`config.mk`:
```
export PLATFORM = sky130hd
export DESIGN_NAME = pipe_ctrl
export DESIGN_NICKNAME = d
export VERILOG_FILES = /design/src/rtl/pipe_ctrl.sv
export SDC_FILE = /design/constraint.sdc
export NUM_CORES = 1
export LEC_CHECK = 0
export CAP_MARGIN = 20
export CORE_MARGIN = 1
export CORE_UTILIZATION = 39
export DETAILED_ROUTE_END_ITERATION = 16
export PLACE_DENSITY = 0.77
export SLEW_MARGIN = 5
export SYNTH_ARGS = -nofsm -noshare
export SYNTH_HDL_FRONTEND = slang
export SYNTH_SLANG_ARGS = --single-unit
```
`constraint.sdc`:
```
create_clock -name clk_i -period 3.05 [get_ports clk_i]
set_clock_uncertainty 0.15 [all_clocks]
set_input_delay 0.915 -clock clk_i [delete_from_list [all_inputs] [get_ports clk_i]]
set_output_delay 0.915 -clock clk_i [all_outputs]
set_load 0.005 [all_outputs]
```
`src/rtl/pipe_ctrl.sv`:
```
// pipe_ctrl: central pipeline controller for the 5-stage RV32 core.
//
// Resolves the four stall/flush sources in priority order: memory-bus wait,
// multicycle divide, load-use hazard and taken jump. It also keeps two
// 32-bit performance counters.
//
// Ports:
//   clk_i            core clock, rising-edge active
//   rst_n_i          asynchronous active-low reset
//   id_rs1_raddr_i   rs1 address of the ID instruction; id_rs1_re_i = rs1 is read
//   id_rs2_raddr_i   rs2 address of the ID instruction; id_rs2_re_i = rs2 is read
//   ex_inst_is_load_i, ex_rd_i   EXE instruction is a load / its destination register
//   ex_mc_req_i      EXE holds a DIV/DIVU/REM/REMU (level)
//   ex_jump_i, ex_jump_addr_i    EXE resolved a taken jump / its target
//   mem_req_i, mem_ack_i         MEM access outstanding / bus completes it
//   stall_o          per-stage stop vector {wb, mem, exe, id_exe, if_id, pc}
//   flush_jump_o, jump_addr_o    flush IF/ID and ID/EXE, redirect pc
//   mc_busy_o, mc_done_o         divide sequencer active / result valid
//   stall_cnt_o, flush_cnt_o     cycles with stall_o[0] / flush_jump_o set
module pipe_ctrl #(
    parameter int unsigned DIV_CYCLES = 32
) (
    input  logic        clk_i,
    input  logic        rst_n_i,
    input  logic [4:0]  id_rs1_raddr_i,
    input  logic        id_rs1_re_i,
    input  logic [4:0]  id_rs2_raddr_i,
    input  logic        id_rs2_re_i,
    input  logic        ex_inst_is_load_i,
    input  logic [4:0]  ex_rd_i,
    input  logic        ex_mc_req_i,
    input  logic        ex_jump_i,
    input  logic [31:0] ex_jump_addr_i,
    input  logic        mem_req_i,
    input  logic        mem_ack_i,
    output logic [5:0]  stall_o,
    output logic        flush_jump_o,
    output logic [31:0] jump_addr_o,
    output logic        mc_busy_o,
    output logic        mc_done_o,
    output logic [31:0] stall_cnt_o,
    output logic [31:0] flush_cnt_o
);

    typedef enum logic [1:0] {StIdle, StBusy, StDone} state_e;

    state_e      state_q, state_d;
    logic [7:0]  cnt_q, cnt_d;
    logic [31:0] stall_cnt_q, flush_cnt_q;

    logic        mem_wait, div_stall, load_use;
    logic [5:0]  stall;
    logic        flush;

    // Event detection and priority resolution.
    always_comb begin
        mem_wait  = mem_req_i & ~mem_ack_i;
        div_stall = ((state_q == StIdle) & ex_mc_req_i) | (state_q == StBusy);
        load_use  = ex_inst_is_load_i & (ex_rd_i != 5'd0) &
                    ((id_rs1_re_i & (id_rs1_raddr_i == ex_rd_i)) |
                     (id_rs2_re_i & (id_rs2_raddr_i == ex_rd_i)));
        stall = 6'b000000;
        if (mem_wait) begin
            stall = 6'b011111;
        end else if (div_stall) begin
            stall = 6'b001111;
        end else if (load_use) begin
            stall = 6'b000111;
        end
        // A jump held in EXE only flushes once EXE actually advances.
        flush = ex_jump_i & ~stall[3];
    end

    // Outputs are forced quiet while reset is asserted.
    always_comb begin
        stall_o      = 6'b000000;
        flush_jump_o = 1'b0;
        jump_addr_o  = 32'd0;
        mc_busy_o    = 1'b0;
        mc_done_o    = 1'b0;
        if (rst_n_i) begin
            stall_o      = stall;
            flush_jump_o = flush;
            jump_addr_o  = flush ? ex_jump_addr_i : 32'd0;
            mc_busy_o    = (state_q != StIdle);
            mc_done_o    = (state_q == StDone);
        end
        stall_cnt_o = stall_cnt_q;
        flush_cnt_o = flush_cnt_q;
    end

    // Divide sequencer. Requests are ignored outside IDLE, so a back-to-back
    // divide restarts one cycle after DONE.
    always_comb begin
        state_d = state_q;
        cnt_d   = cnt_q;
        case (state_q)
            StIdle: begin
                if (ex_mc_req_i) begin
                    state_d = StBusy;
                    cnt_d   = 8'(DIV_CYCLES - 1);
                end
            end
            StBusy: begin
                cnt_d = cnt_q - 8'd1;
                if (cnt_q == 8'd1) begin
                    state_d = StDone;
                end
            end
            StDone: begin
                // Hold the result while a memory wait freezes EXE.
                if (!stall[3]) begin
                    state_d = StIdle;
                end
            end
            default: begin
                state_d = StIdle;
            end
        endcase
    end

    always_ff @(posedge clk_i or negedge rst_n_i) begin
        if (!rst_n_i) begin
            state_q     <= StIdle;
            cnt_q       <= 8'd0;
            stall_cnt_q <= 32'd0;
            flush_cnt_q <= 32'd0;
        end else begin
            state_q <= state_d;
            cnt_q   <= cnt_d;
            if (stall[0]) begin
                stall_cnt_q <= stall_cnt_q + 32'd1;
            end
            if (flush) begin
                flush_cnt_q <= flush_cnt_q + 32'd1;
            end
        end
    end

endmodule

```
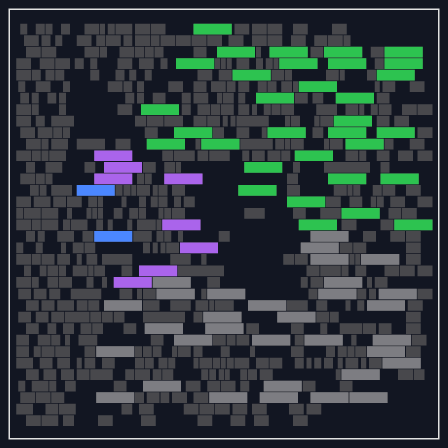
**Above:** run 1 (register map, names as in the netlist).
Other sequential cells in the stronger gray, the rest of the logic in the fainter gray.
Blue shows state_q, placed flops 2. Green shows flush_cnt_o, placed flops 32. Purple shows cnt_q, placed flops 8.
Seq. pwr: 1.27 mW
Final Util: 0.637
Seq/total area: 0.310

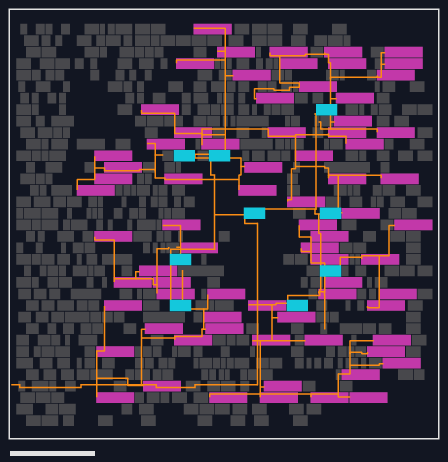
**Above:** run 1 (clock network drawn from the DEF).
Bar = 20 um.
Cyan shows clock drivers, count 9. Magenta shows flip-flops, count 74. Orange shows clock wires, length 939 um.
There are 10 routed clock nets.
P_clk: 0.840 mW
clock latency on the worst-skew pair: 340 ps
power share of the clock group: 0.292

==> deck_impl_summary.md, run 1 <==
Flow Results at a Glance

GRT
  • Total track usage: 0.206
  • Initial antenna violation count: 0
  • Gr ovfl total: 0
  • Pin count of the biggest net entering global routing: 44
  • Vias in the first global route: 3434
  • First-pass GRT wire length: 16400 um

Drt
  • Vias: 3528
  • Wire length on met3: 569 um
  • First-pass DRT Iterations: 4
  • Post-Route WL: 10000 um
  • Post-DR vias/cell: 5.00
  • Routed wl met2: 5120 um
  • Antenna Nets Post-Route: 0
  • DRC: 0
  • Met1 wire length: 4240 um
  • DRT iter0 DRCs: 112
  • Top sig layer: met4
  • Avg WL per Cell: 14.2 um

Timing
  • Endpoints failing setup: 3
  • Max Slew Vio Count: 0
  • Fmax achieved: 0.316 GHz
  • Slew @ Worst Pin: 539 ps
  • Fin worst setup slack: -119 ps
  • RSZ-0062 raised after global routing: yes
  • Final Cycle Share: 1.04
  • Hold violation count in the final report: 0
  • Final hold slack: 328 ps
  • Fin crit period: 3170 ps
  • Max transition margin: 0.640

Synthesis
  • Synth Net Count: 435
  • Chip area line of the yosys report: 3830 um^2
  • Synth area leader: dfrtp_1
  • Syn avg cell area: 10.2 um^2
  • Cell Type Count: 40
  • Register share after synthesis: 0.484
  • Ys cells: 375
  • Post-Syn Area: 3830 um^2
  • Ys async rst share: 1.00
  • Number of enable flip-flop cells: 0
  • Syn. warnings: 0
  • Most numerous cell in the Yosys netlist: dfrtp_1
  • Yosys top cell area share: 0.484
  • Top cells, area: dfrtp_1 48%, xnor2_1 12%, and3_1 7.0%
  • Synth top cells by count: 74 x dfrtp_1, 52 x xnor2_1, 43 x and3_1, 36 x nand2_1, 23 x nand3_1
  • Ys flops: 74
  • Cells after Synth: 375
  • Main synth FF type: dfrtp_1

Die
  • Core Rows: 35
  • Die height: 101 um
  • Die Width: 101 um
  • Core ar.: 9370 um^2
  • Fp util: 0.408
  • DIE AREA: 10200 um^2
  • Io pins: 161

Worst setup path
  • R2R depth: 10
  • CP Max Fanout: 3
  • R2R setup slack: 770 ps
  • Crit path DAT: 2100 ps
  • Worst Setup EP: stall_o[0]
  • CP required: 1980 ps
  • Reg-to-reg endpoint: stall_cnt_o[21]
  • Worst setup startpoint: ex_rd_i[2]
  • Worst R2R Start: state_q[1]
  • Type of the worst setup path: in2out
  • Critical path capture point type: primary output
  • Worst setup SP type: input port

Placed design
  • DP HPWL: 7560 um
  • GPL Wtd Cong: 0.855
  • Port Buffers: 159
  • Cell Area, Placed: 5740 um^2

Power and ir drop
  • Cell internal pwr: 2.01 mW
  • Sequential fraction of design power: 0.440
  • P per Cell Area: 482 nW/um^2
  • Sw power: 0.865 mW
  • Sw Share: 0.301
  • Peak supply drop: 318 uV
  • Pleak: 2.80 nW
  • Gate power share: 0.268

CTS
  • Cts bufs inserted: 9
  • CTS Root Cell: clkbuf_8
  • Postcts setup bufs: 13
  • Hold buffers post-CTS: 0
  • Clk pin slew, worst setup/hold paths: 80 ps
  • H-tree depth: 3
  • Post_cts resized: 189
  • Max clock buf depth: 2
  • Sink Count: 74
  • CTS tree: done

Cells and area
  • FILL cells: 790
  • Antenna cells: 0
  • Post-route cell area: 5970 um^2
  • Nets: 631
  • Layout area overhead: 56.0%
  • Layout cells sized above 1: 0.203
  • Most frequent cells in the layout: 101 x clkdlybuf4s50_1, 74 x dfrtp_1, 52 x xnor2_1, 38 x and3_1
  • Most used logic cell in the final layout: clkdlybuf4s50_1

Hold path
  • Min-delay src: flush_cnt_o[31]
  • Worst Hold Depth: 1
  • Worst Hold End: flush_cnt_o[31]
  • Worst Hold Class: reg2reg

Outcome
  • Outcome: finished, violations left
  • Failing checks: setup timing

Run
  • Max_cap viols: 0
  • Log Warnings: 30
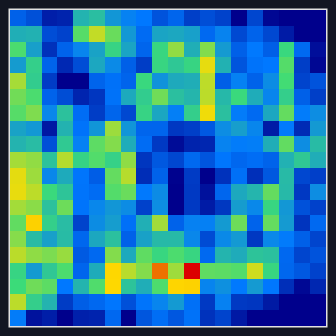
**Above:** run 1 (wire density map).
20 x 20 tiles, from dark blue (low) to red (high), scaled to the fullest tile. Values are wire area over tile area, all layers added.
The mean over all tiles is 0.16. The densest ninth of the die: middle left. 18% of the tiles are over half the peak. 6.2% of the tiles are nearly empty. The fullest tile reaches 0.50.

run 1: power by group through the flow:
stage | Combinational [mW] | Clock (mW) | Sequential [mW]
CTS | 0.779 | 0.855 | 1.26
finish | 0.771 | 0.840 | 1.27
global route | 0.865 | 0.903 | 1.29
detailed placement | 0.755 | 0 | 1.28
global placement | 0.734 | 0 | 1.28
floorplan | 0.355 | 0 | 1.26
run 1: logic make-up (layout without fill, tap and decap cells):
kind of cell,count (synthesis),count (layout),share of synthesized area
other,1,1,0.000980
buffers and inverters,21,222,0.0249
DFF,74,74,0.484
xor gates and xnor gates,74,74,0.169
AOI/OAI and AO/OA,16,16,0.0340
muxes,1,1,0.00294
and+or+nand+nor,184,184,0.271
adders and majority gates,4,4,0.0131
run 1: worst max-delay path, stage by stage:
cell,delay [ps]
buf_6,90
or4_4,520
o21a_4,220
a21oi_4,160
nor2_4,70
buf_2,130
run 1: final cells by class:
cell class,instances,area [um^2],share of cell area
clock buffer,10,128,0.0214
clock inverter,6,90.1,0.0151
inverter,6,22.5,0.00377
multi-input combinational,280,1950,0.327
sequential,74,1850,0.310
tap,129,161,0.0270
timing repair buffer,200,1760,0.296
run 1: registers in the layout, indices dropped and copies added (netlist names):
signal,count
flush_cnt_o,32
stall_cnt_o,32
state_q,2
cnt_q,8
run 1: through the flow:
stage	worst slack, ps	total power, mW	cells	utilization	setup TNS, ps
after floorplan	-151	1.61	375	-	-312
after global placement	-843	2.01	675	0.613	-23710
after detailed placement	-917	2.04	675	0.613	-27660
after CTS	-144	2.90	705	0.640	-428
after global routing	-144	3.06	705	0.637	-469
final	-119	2.88	705	0.637	-355
run 1: per-layer routing:
metal,vias up,track usage
li1,1692,-
met1,1707,0.264
met2,120,0.342
met3,9,0.0472
met4,0,0.0680
met5,-,0
==> run 2, diff against run 1 <==
CORE_UTILIZATION = 40   (was 39)
CTS_BUF_LIST = sky130_fd_sc_hd__clkbuf_4 sky130_fd_sc_hd__clkbuf_8   (was default)
CTS_CLUSTER_SIZE = 14   (was default)
PLACE_DENSITY = 0.79   (was 0.77)
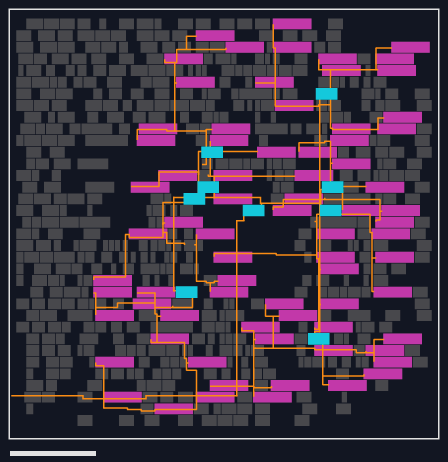
**Above:** run 2 (clock network drawn from the DEF).
Bar = 20 um.
Magenta shows flip-flops, count 74. Orange shows clock wires, length 915 um. Cyan shows clock drivers, count 9.
There are 10 routed clock nets.

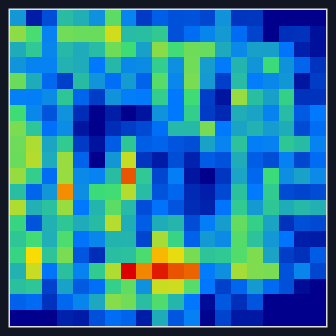
**Above:** run 2 (wire density map).
20 x 20 tiles, from dark blue (low) to red (high), scaled to the fullest tile. Values are wire area over tile area, all layers added.
The densest ninth of the die: bottom center. The fullest tile reaches 0.51. 17% of the tiles are over half the peak.

==> run 2 against run 1 <==
The run still ends with setup timing left. Die size shrank 2.5%. First-iteration DRC count is 12% higher. Sequential power about the same. Synthesized cell count unchanged. Largest cell class unchanged.
==> deck_impl_summary.md, run 2 <==
Flow Results at a Glance

Outcome
  • Outcome: finished, violations left (unchanged)
  • Failing checks: setup timing (unchanged)

CTS
  • Sink Count: 74 (unchanged)
  • CTS Root Cell: clkbuf_8 (unchanged)
  • Clock latency on the worst-skew pair: 340 ps (about the same)
  • Max clock buf depth: 2 (unchanged)
  • Hold buffers post-CTS: 0 (unchanged)
  • CTS tree: done (unchanged)
  • Clk pin slew, worst setup/hold paths: 80 ps (about the same)
  • Cts bufs inserted: 9 (unchanged)
  • H-tree depth: 3 (unchanged)

Drt
  • Top sig layer: met4 (unchanged)
  • Met1 wire length: 4170 um (was 4240 um)
  • Wire length on met3: 606 um (was 569 um)
  • Routed wl met2: 4820 um (was 5120 um)
  • Post-DR vias/cell: 5.01 (was 5.00)
  • First-pass DRT Iterations: 4 (unchanged)
  • DRT iter0 DRCs: 125 (was 112)
  • Avg WL per Cell: 14.2 um (about the same)
  • DRC: 0 (unchanged)
  • Post-Route WL: 9820 um (was 10000 um)
  • Vias: 3474 (was 3528)
  • Antenna Nets Post-Route: 0 (unchanged)

Power and ir drop
  • Gate power share: 0.268 (about the same)
  • P per Cell Area: 479 nW/um^2 (was 482 nW/um^2)
  • Power share of the clock group: 0.297 (was 0.292)
  • Pleak: 2.76 nW (was 2.80 nW)
  • Peak supply drop: 274 uV (was 318 uV)
  • P_clk: 0.867 mW (was 0.840 mW)
  • Sequential fraction of design power: 0.435 (was 0.440)
  • Sw power: 0.867 mW (was 0.865 mW)
  • Seq. pwr: 1.27 mW (about the same)
  • Comb. pwr: 0.783 mW (was 0.771 mW)
  • Sw Share: 0.297 (was 0.301)
  • Total power: 2.92 mW (was 2.88 mW)
  • Cell internal pwr: 2.05 mW (was 2.01 mW)
  • Pwr top: registers (unchanged)

Synthesis
  • Post-Syn Area: 3830 um^2 (unchanged)
  • Register share after synthesis: 0.484 (unchanged)
  • Ys flops: 74 (unchanged)
  • Number of enable flip-flop cells: 0 (unchanged)
  • Yosys top cell area share: 0.484 (unchanged)
  • Main synth FF type: dfrtp_1 (unchanged)
  • Syn avg cell area: 10.2 um^2 (unchanged)
  • Ys async rst share: 1.00 (unchanged)
  • Synth top cells by count: 74 x dfrtp_1, 52 x xnor2_1, 43 x and3_1, 36 x nand2_1, 23 x nand3_1 (unchanged)
  • Syn. warnings: 0 (unchanged)
  • Synth Net Count: 435 (unchanged)
  • Most numerous cell in the Yosys netlist: dfrtp_1 (unchanged)
  • Chip area line of the yosys report: 3830 um^2 (unchanged)
  • Ys cells: 375 (unchanged)
  • Cells after Synth: 375 (unchanged)
  • Synth area leader: dfrtp_1 (unchanged)
  • Cell Type Count: 40 (unchanged)
  • Top cells, area: dfrtp_1 48%, xnor2_1 12%, and3_1 7.0% (unchanged)

Timing
  • Endpoints failing setup: 3 (unchanged)
  • Max Slew Vio Count: 0 (unchanged)
  • Final Cycle Share: 1.04 (about the same)
  • Fmax achieved: 0.316 GHz (about the same)
  • Slew @ Worst Pin: 609 ps (was 539 ps)
  • Max transition margin: 0.594 (was 0.640)
  • Hold violation count in the final report: 0 (unchanged)
  • Fin crit period: 3160 ps (was 3170 ps)
  • Fin worst setup slack: -111 ps (was -119 ps)
  • RSZ-0062 raised after global routing: yes (unchanged)

Worst setup path
  • CP peak stage delay: 520 ps (about the same)
  • CP required: 1980 ps (about the same)
  • CP Max Fanout: 3 (unchanged)
  • Crit path buffers/inverters: 2 (unchanged)
  • Worst-path cell chain: buf_6 > or4_4 > o21a_1 > a21oi_4 > nor2_4 > buf_2 (was buf_6 > or4_4 > o21a_4 > a21oi_4 > nor2_4 > buf_2)
  • Crit path DAT: 2100 ps (about the same)
  • Largest delay contributor family on the critical path: simple AND/OR/NAND/NOR gates (unchanged)
  • CP max-delay cell: or4_4 (unchanged)
  • Worst setup SP type: input port (unchanged)
  • Critical path capture point type: primary output (unchanged)
  • R2R setup slack: 820 ps (was 770 ps)
  • Type of the worst setup path: in2out (unchanged)

Cells and area
  • Nets: 620 (was 631)
  • Layout cells sized above 1: 0.207 (was 0.203)
  • Antenna cells: 0 (unchanged)
  • Final non-filler cell total: 694 (was 705)
  • Most used logic cell in the final layout: clkdlybuf4s50_1 (unchanged)
  • Most frequent cells in the layout: 102 x clkdlybuf4s50_1, 74 x dfrtp_1, 52 x xnor2_1, 35 x nand2_1, 26 x buf_4 (was 101 x clkdlybuf4s50_1, 74 x dfrtp_1, 52 x xnor2_1, 38 x and3_1)
  • Layout area overhead: 59.4% (was 56.0%)

Die
  • DIE AREA: 9960 um^2 (was 10200 um^2)
  • Core Rows: 35 (unchanged)
  • Fp util: 0.414 (was 0.408)
  • Core ar.: 9240 um^2 (was 9370 um^2)
  • Io pins: 161 (unchanged)
  • Die height: 99.8 um (was 101 um)
  • Die Width: 99.8 um (was 101 um)

GRT
  • Initial antenna violation count: 0 (unchanged)
  • Grt met3 use: 0.0453 (was 0.0472)
  • Met2 usage: 0.348 (was 0.342)
  • Vias in the first global route: 3538 (was 3434)
  • First-pass GRT wire length: 16400 um (unchanged)
  • GRT met1 Usage: 0.259 (was 0.264)
  • Pin count of the biggest net entering global routing: 50 (was 44)
  • Gr ovfl total: 0 (unchanged)
  • Busiest grt layer: met2 (unchanged)
  • Total track usage: 0.208 (was 0.206)

Placed design
  • DP HPWL: 7270 um (was 7560 um)
  • Post-Place Cells: 672 (was 675)
  • Placement Setup Slack: -823 ps (was -917 ps)
  • Port Buffers: 159 (unchanged)
  • GPL Wtd Cong: 0.859 (was 0.855)

Run
  • Log Warnings: 30 (unchanged)
  • Max_cap viols: 0 (unchanged)

Hold path
  • Worst Hold Class: reg2reg (unchanged)
-- run 2: cell types whose count changed in the layout (fill, tap and decap cells not counted), sizes merged --
cell	previous run	this run
clkdlybuf4s50	101	102
buf	77	62
inv	7	8
dlygate4sd2	15	21
clkinv	2	0
clkbuf	14	11
dlymetal6s2s	0	1
-- run 2: final timing paths --
check,from,end,cells past startpoint
worst min-delay path,stall_cnt_o[31],stall_cnt_o[31],1
worst max register to register,state_q[0],flush_cnt_o[28],9
worst min register to register,stall_cnt_o[31],stall_cnt_o[31],1
min in group asynchronous,rst_n_i,cnt_q[1],2
worst max-delay path,ex_rd_i[3],stall_o[2],6
max in group asynchronous,rst_n_i,flush_cnt_o[19],2
-- run 2: timing repair --
item | in CTS | in global routing
endpoints found under the hold margin | 0 | 0
setup endpoints to repair | 38 | 15
gates resized | 197 | 5
setup buffers | 6 | 0
pin swaps | 28 | 4
gates cloned | 3 | 0
-- run 2: metrics by stage --
stage / instance area, um^2 / TNS (ps) / utilization / hold slack (ps)
floorplan: 3840 / -312 / - / 298
global placement: 5710 / -22290 / 0.618 / 308
detailed placement: 5710 / -26030 / 0.618 / 315
CTS: 6140 / -353 / 0.665 / 327
global route: 6100 / -476 / 0.660 / 331
finish: 6100 / -331 / 0.660 / 318
-- run 2: kinds of logic after synthesis --
kind of cell,synth area share
compound gates,0.0340
xor+xnor,0.169
fa+ha+maj,0.0131
buf+inv,0.0249
flops,0.484
mux,0.00294
other cells,0.000980
simple gates,0.271
-- run 2: final cells by class --
class	count	area [um^2]
Sequential cell	74	1850
Timing Repair Buffer	189	1810
Clock inverter	5	85.1
Tap cell	129	161
Inverter	6	22.5
Multi-Input combinational cell	280	2030
Fill cell	717	3140
Clock buffer	11	145
==> run 3, diff against run 2 <==
CORE_UTILIZATION = 39   (was 40)
CTS_BUF_LIST = default   (was sky130_fd_sc_hd__clkbuf_4 sky130_fd_sc_hd__clkbuf_8)
PLACE_DENSITY = 0.77   (was 0.79)
clock period = 2.8 ns   (was 3.05 ns; I/O delays follow)
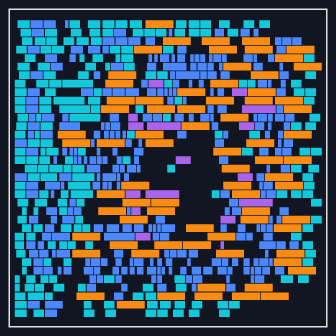
**Above:** run 3 (placed cells, one color a class).
Blue shows combinational and other logic, cells 286, share of their area 34%. Orange shows sequential cells, cells 74, share of their area 30%. Purple shows clock drivers and dummy loads, cells 16, share of their area 4.3%. Cyan shows remaining buffers and delay cells, cells 199, share of their area 32%.

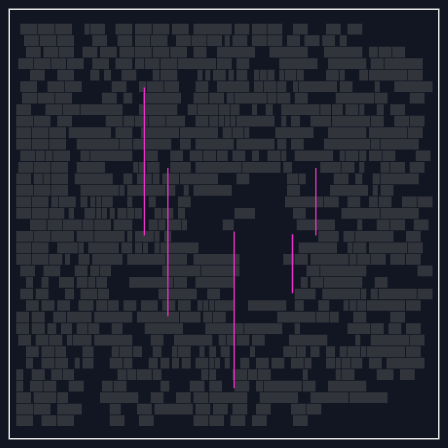
**Above:** run 3 (signal wires on met4).
The wires run mostly vertical. The layer holds 1.3% of the routed length. The layer carries 135 um of wire. The longest straight run is 36.7 um. 3 nets have wire on it.
Vias: 3542
Post-Route WL: 10500 um

==> run 3 against run 2 <==
The flow still finishes with violations (setup timing). Highest routed layer unchanged. Total power increased by 15%. Register-to-register slack worse by 340 ps. Utilization is 2.0 points higher. Clock-buffer cell count down 1. Area after synthesis unchanged.
==> deck_impl_summary.md, run 3 <==
Flow Results at a Glance

CTS
  • Post_cts resized: 254 (was 197)
  • Sink Count: 74 (unchanged)
  • H-tree depth: 3 (unchanged)
  • CTS Root Cell: clkbuf_8 (unchanged)
  • Cts bufs inserted: 9 (unchanged)
  • Hold buffers post-CTS: 0 (unchanged)
  • CTS tree: done (unchanged)

Placed design
  • Placement Setup Slack: -995 ps (was -823 ps)
  • Cell Area, Placed: 5740 um^2 (was 5710 um^2)
  • Post-Place Cells: 675 (was 672)

Die
  • Core ar.: 9370 um^2 (was 9240 um^2)
  • Core Rows: 35 (unchanged)
  • Die height: 101 um (was 99.8 um)
  • Die Width: 101 um (was 99.8 um)
  • Io pins: 161 (unchanged)

Timing
  • Setup_tns: -633 ps (was -331 ps)
  • Slew @ Worst Pin: 526 ps (was 609 ps)
  • Endpoints failing setup: 3 (unchanged)
  • Hold violation count in the final report: 0 (unchanged)
  • Max transition margin: 0.646 (was 0.594)
  • Fin worst setup slack: -213 ps (was -111 ps)

Worst setup path
  • Type of the worst setup path: in2out (unchanged)
  • R2R depth: 10 (was 9)
  • Crit path buffers/inverters: 2 (unchanged)
  • Crit path DAT: 2020 ps (was 2100 ps)
  • Critical path capture point type: primary output (unchanged)
  • CP max-delay cell: or4_4 (unchanged)
  • Worst R2R Start: state_q[0] (unchanged)
  • R2R setup slack: 480 ps (was 820 ps)
  • Largest delay contributor family on the critical path: simple AND/OR/NAND/NOR gates (unchanged)
  • CP peak stage delay: 520 ps (about the same)
  • Reg-to-reg endpoint: flush_cnt_o[21] (was flush_cnt_o[28])

Drt
  • Post-DR vias/cell: 5.03 (was 5.01)
  • Antenna Nets Post-Route: 0 (unchanged)
  • DRC: 0 (unchanged)
  • Avg WL per Cell: 15.0 um (was 14.2 um)
  • DRT iter0 DRCs: 95 (was 125)

Cells and area
  • Most frequent cells in the layout: 100 x clkdlybuf4s50_1, 74 x dfrtp_1, 51 x xnor2_1, 35 x nand2_1, 32 x buf_4 (was 102 x clkdlybuf4s50_1, 74 x dfrtp_1, 52 x xnor2_1, 35 x nand2_1, 26 x buf_4)
  • Final non-filler cell total: 704 (was 694)
  • Most used logic cell in the final layout: clkdlybuf4s50_1 (unchanged)
  • Final Util: 0.680 (was 0.660)
  • Layout cells sized above 1: 0.252 (was 0.207)
  • Antenna cells: 0 (unchanged)

Outcome
  • Outcome: finished, violations left (unchanged)
  • Failing checks: setup timing (unchanged)

GRT
  • Total track usage: 0.215 (was 0.208)

Synthesis
  • Number of enable flip-flop cells: 0 (unchanged)
  • Register share after synthesis: 0.484 (unchanged)
  • Syn. warnings: 0 (unchanged)
  • Synth Net Count: 435 (unchanged)
  • Main synth FF type: dfrtp_1 (unchanged)
  • Synth area leader: dfrtp_1 (unchanged)
  • Ys cells: 375 (unchanged)
  • Chip area line of the yosys report: 3830 um^2 (unchanged)
  • Ys flops: 74 (unchanged)

Power and ir drop
  • Peak supply drop: 311 uV (was 274 uV)
  • P per Cell Area: 529 nW/um^2 (was 479 nW/um^2)
  • Pleak: 2.84 nW (was 2.76 nW)

Hold path
  • Worst Hold Class: in2async (was reg2reg)

Run
  • Max_cap viols: 0 (unchanged)
  • Log Warnings: 30 (unchanged)
-- run 3: kinds of logic after synthesis --
family                     Yosys count  synth area share
AOI/OAI and AO/OA                   16            0.0340
xor gates and xnor gates            74             0.169
adders and majority gates            4            0.0131
buffers and inverters               21            0.0249
DFF                                 74             0.484
muxes                                1           0.00294
other                                1          0.000980
and+or+nand+nor                    184             0.271
-- run 3: metrics by stage --
step	hold WS [ps]	total power, mW
6_report	315	3.37
5_1_grt	310	3.55
4_1_cts	330	3.39
3_5_place_dp	315	2.22
3_3_place_gp	308	2.19
2_1_floorplan	298	1.76
-- run 3: worst max path at each step --
stage | end | slack [ps] | from | cells past startpoint
after global routing | stall_o[1] | -230 | ex_rd_i[3] | 6
final | stall_o[0] | -210 | ex_rd_i[3] | 6
after CTS | stall_o[0] | -240 | ex_rd_i[3] | 6
after floorplan | stall_o[1] | -250 | ex_rd_i[1] | 5
after global placement | stall_o[1] | -940 | ex_rd_i[1] | 8
after detailed placement | stall_o[0] | -1000 | ex_rd_i[1] | 8
-- run 3: cell type report --
cell class / instances / area (um^2)
well taps: 129 / 161
fillers: 749 / 3000
flip-flops and latches: 74 / 1850
multi-input cells: 280 / 2070
clock inverters: 6 / 138
repair buffers: 199 / 1990
clock buffers: 10 / 128
inverters: 6 / 26.3
-- run 3: where the power goes --
group	internal, mW	switching (mW)	leakage (nW)
Combinational	0.517	0.382	1.73
Clock	0.687	0.401	0.131
Sequential	1.21	0.173	0.978
-- run 3: layer usage --
| metal | vias to the layer above | part of all wire | GRT usage |
|---|---|---|---|
| met1 | 1705 | 0.42 | 0.277 |
| met3 | 13 | 0.057 | 0.0423 |
| met5 | - | 0 | 0 |
| li1 | 1691 | - | - |
| met4 | 0 | 0.013 | 0.0780 |
| met2 | 133 | 0.51 | 0.360 |
Power figures rest on the tool's default switching activity, not on a simulated workload.
